Metal 2:
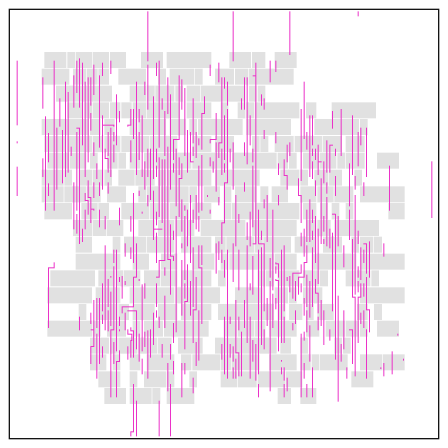
Met1 routing:
Supply wires on this layer in grey.
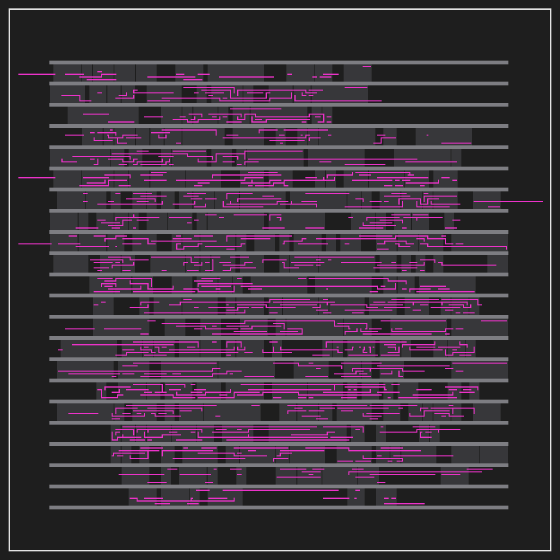
Routing congestion map:
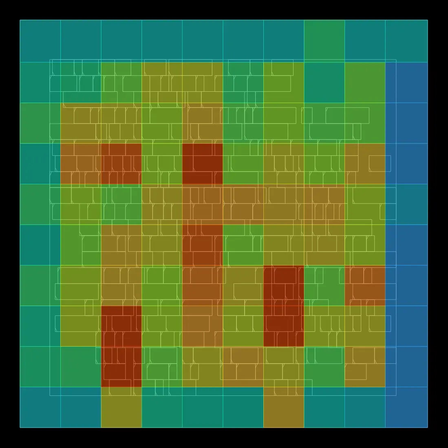
Sequential cells grouped by signal name:
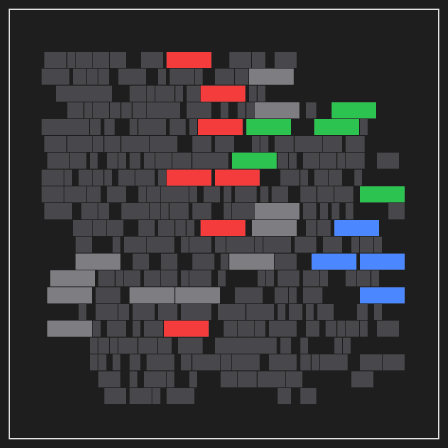
Nets reached from selected ports:
Scale bar: 20 µm.
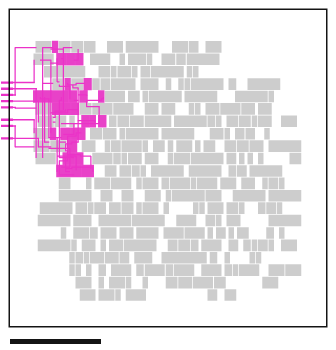
--- config.mk ---
export PLATFORM = sky130hd
export DESIGN_NAME = vu_level_ctrl
export DESIGN_NICKNAME = d
export VERILOG_FILES = /design/src/rtl/vu_level_ctrl.sv
export SDC_FILE = /design/constraint.sdc
export NUM_CORES = 1
export LEC_CHECK = 0
export ABC_AREA = 0
export CAP_MARGIN = 20
export CORE_MARGIN = 5
export CORE_UTILIZATION = 55
export DETAILED_ROUTE_END_ITERATION = 10
export PLACE_DENSITY = 0.8
export SYNTH_ARGS = -nofsm -noshare
export SYNTH_HDL_FRONTEND = slang
export SYNTH_SLANG_ARGS = --single-unit
--- constraint.sdc ---
create_clock -name clk -period 3.6 [get_ports clk]
set_clock_uncertainty 0.05 [all_clocks]
set_input_delay 0.9 -clock clk [delete_from_list [all_inputs] [get_ports clk]]
set_output_delay 0.9 -clock clk [all_outputs]
set_load 0.005 [all_outputs]
--- src/rtl/vu_level_ctrl.sv ---
// rtl/vu_level_ctrl.sv - per-frame VU bar level with decay and peak-hold marker
// Outputs only move in the single upd_strobe cycle so the renderer never sees a torn bar.
module vu_level_ctrl #(
   parameter int HOLD_FRAMES  = 30,
   parameter int DECAY_FRAMES = 2
) (
   input  logic       clk,
   input  logic       rst,
   input  logic [7:0] data_in,
   input  logic       data_valid,
   input  logic       frame_start,
   output logic [3:0] level,
   output logic [3:0] peak,
   output logic       upd_strobe
);

   localparam int HW = (HOLD_FRAMES  > 1) ? $clog2(HOLD_FRAMES)  : 1;
   localparam int DW = (DECAY_FRAMES > 1) ? $clog2(DECAY_FRAMES) : 1;
   localparam logic [HW-1:0] HOLD_MAX  = HW'(HOLD_FRAMES - 1);
   localparam logic [DW-1:0] DECAY_MAX = DW'(DECAY_FRAMES - 1);

   typedef enum logic {ACC, UPD} state_t;

   state_t        state, state_n;
   logic [6:0]    win_max, win_max_n;
   logic [3:0]    cand, cand_n;
   logic [3:0]    level_n, peak_n, peak_dec;
   logic [HW-1:0] hold_cnt, hold_n;
   logic [DW-1:0] decay_cnt, decay_n;
   logic          strobe_n;
   logic [7:0]    neg;
   logic [6:0]    mag, sample_max;

   assign neg = 8'd0 - data_in;

   // 0x80 has no positive 8-bit counterpart, so clamp it to full scale
   always_comb begin
      mag = data_in[6:0];
      if (data_in == 8'h80)
         mag = 7'h7f;
      else if (data_in[7])
         mag = neg[6:0];
   end

   assign sample_max = (data_valid && (mag > win_max)) ? mag : win_max;

   always_comb begin
      state_n   = state;
      win_max_n = sample_max;
      cand_n    = cand;
      level_n   = level;
      peak_n    = peak;
      hold_n    = hold_cnt;
      decay_n   = decay_cnt;
      strobe_n  = 1'b0;
      peak_dec  = (peak == 4'd0) ? 4'd0 : peak - 4'd1;

      case (state)
         ACC: begin
            if (frame_start) begin
               cand_n    = win_max[6:3];
               win_max_n = data_valid ? mag : 7'd0;
               state_n   = UPD;
            end
         end
         UPD: begin
            if (cand >= level) begin
               level_n = cand;
               decay_n = '0;
            end else if (level != 4'd0) begin
               if (decay_cnt == DECAY_MAX) begin
                  level_n = level - 4'd1;
                  decay_n = '0;
               end else begin
                  decay_n = decay_cnt + 1'b1;
               end
            end

            // peak falls toward the new level, never below it
            if (cand >= peak) begin
               peak_n = cand;
               hold_n = '0;
            end else if (hold_cnt < HOLD_MAX) begin
               hold_n = hold_cnt + 1'b1;
            end else begin
               peak_n = (peak_dec > level_n) ? peak_dec : level_n;
            end

            strobe_n = 1'b1;
            state_n  = ACC;
         end
         default: state_n = ACC;
      endcase
   end

   always_ff @(posedge clk) begin
      if (!rst) begin
         state      <= ACC;
         win_max    <= 7'd0;
         cand       <= 4'd0;
         level      <= 4'd0;
         peak       <= 4'd0;
         hold_cnt   <= '0;
         decay_cnt  <= '0;
         upd_strobe <= 1'b0;
      end else begin
         state      <= state_n;
         win_max    <= win_max_n;
         cand       <= cand_n;
         level      <= level_n;
         peak       <= peak_n;
         hold_cnt   <= hold_n;
         decay_cnt  <= decay_n;
         upd_strobe <= strobe_n;
      end
   end

endmodule

==> commit_impl_results.txt <==
Add synthesis and place-and-route results

* Outcome: complete, no violations
- Setup crit start kind: input port
- Setup WS post-layout: 258 ps
* Transition time at the pin with the least slew margin: roughly 1000 ps
- The first global-routing pass estimated 7130 µm of wire.
- Synthesized netlist net count: approximately 270
- Number of signal-net inverters in the final layout: 27
- Number of cell rows: 21
- Number of clock buffers inserted by TritonCTS: 3
* Reg with most FFs: win_max
- Adder Share, Synth: between 10% and 20%
* Share of post-route cells with drive strength above 1: 14.8%
* Layout buffering overhead excluding clock cells: between 10 and 15%
- For reference, XOR and XNOR gates occupy between 1.5 and 2% of the area reported after synthesis.
* Area share of and/or/nand/nor cells after synthesis: a little under a fifth
- Post-synth tally of flip-flops with integrated enable: 0
* Combinational share of power: around 36%
- Worst-case register-to-register setup slack: approximately 370 ps
- Number of global-route vias before repair: 1613
- Looking at hold timing, the worst path starts from win_max[0].
- Yosys mapped the design onto around 49 distinct sky130hd cell types.
- Layout filler cell count: between 200 and 300
* Remaining global-route overflow: 0
- Per the final report, max-transition violations number 0.
- In the synthesis report, Yosys lists the chip area as between 1500 and 2000 µm².
* Compound-cell area share of the yosys netlist: between 20% and 30%
- The biggest area contributor in the post-synthesis netlist is sky130_fd_sc_hd__dfxtp_1.
- Metal2 WL: around 2100 µm
* Total cell area at the placement stage: about 2300 µm²
- Syn Inst Count: between 200 and 250
* Post-layout instance count excluding filler cells: around 320
- Logic depth along the worst register-to-register path is recorded as 12.
- Seq/Total Area, Yosys: 28.0%
* Worst path slowest cell: sky130_fd_sc_hd__clkdlybuf4s50_1
- ANT cells: 0
- Area fraction in mux cells: 6.02%
- Upper clock frequency limit: around 300 MHz
- In this design, the critical path's most frequently occurring cell is sky130_fd_sc_hd__a21oi_2.
- The top cell type in the final layout, fill and taps aside, is sky130_fd_sc_hd__dfxtp_1.
- Sum of negative setup slack: 0 ps
* Path category of the worst min-delay check: flop to flop
* Antenna violations before repair: 0
* CTS Hold Buffers Added: 0
* Type of the worst setup path: input port to flop
* Max FO, Critical Path: 7
- The number of gates resized after CTS was 1.
* Hold worst-path end: win_max[0]
* Area Growth Syn to Fin: 22.6%
* Design Power: 727 µW
- STA lists the startpoint of the worst register-to-register path as level[3].
- Clock tree synthesis selected as its root buffer the cell sky130_fd_sc_hd__clkbuf_4.
* Latency at later pin: around 330 ps
- Per the post-run analysis, buffers plus inverters along the critical path come to 3.
- The synthesis report lists the Yosys warning total as 0.
* Setup violation total in the final timing report: 0
- The most critical setup path has its startpoint at data_in[2].
- Cell Count Post-Placement: ~300
- Per STA, the highest per-stage delay on the worst path measures between 400 and 500 ps.
- Across all hold checks on the routed design, the worst slack comes to roughly 460 ps.
- Mean instance size in the synthesized netlist: approximately 8.2 µm²
- The die is 69.3 µm wide.
- The data required time reported for the critical path is around 3800 ps.
- Via density per instance: about 5.7
* Top cell class by occupied area: logic gates
- Final Instance Area: approximately 2400 µm²
Back to the opening pictures, 'metal 2':
longest straight run: 29.2 µm
main direction: vertical
share of all routed wire: 48%
wire length on this layer: 2110 µm
total number of vias: 1790
total wirelength of the detailed-routed design: 4360 µm
global routing usage on met2: 30.8%

Back to the opening pictures, 'met1 routing':
longest straight run: 24.8 µm
wire length on this layer: 2070 µm
nets with wire on the layer: 282
met1 capacity usage during global routing: 21.6%

Back to the opening pictures, 'routing congestion map':
drt wl/cell: 13.8 µm
GR peak layer: met2
GR Util met3: 3.33%

Back to the opening pictures, 'sequential cells grouped by signal name':
[green] `hold_cnt` | flops: 5 | where: north-east
[blue] `peak` | flops: 4 | where: east
[red] `win_max` | flops: 7
Storage cell area: 541 µm²
sequential share of cell area: 22.8%
flip-flop and latch power: 331 µW

Back to the opening pictures, 'nets reached from selected ports':
[magenta] `data_in` | bits: 8 | direction: input | end cells: 25 | wire: 342 µm
count of boundary I/O pins: 21
IO Port Bufs: 20

Power and IR drop assume default switching activity.
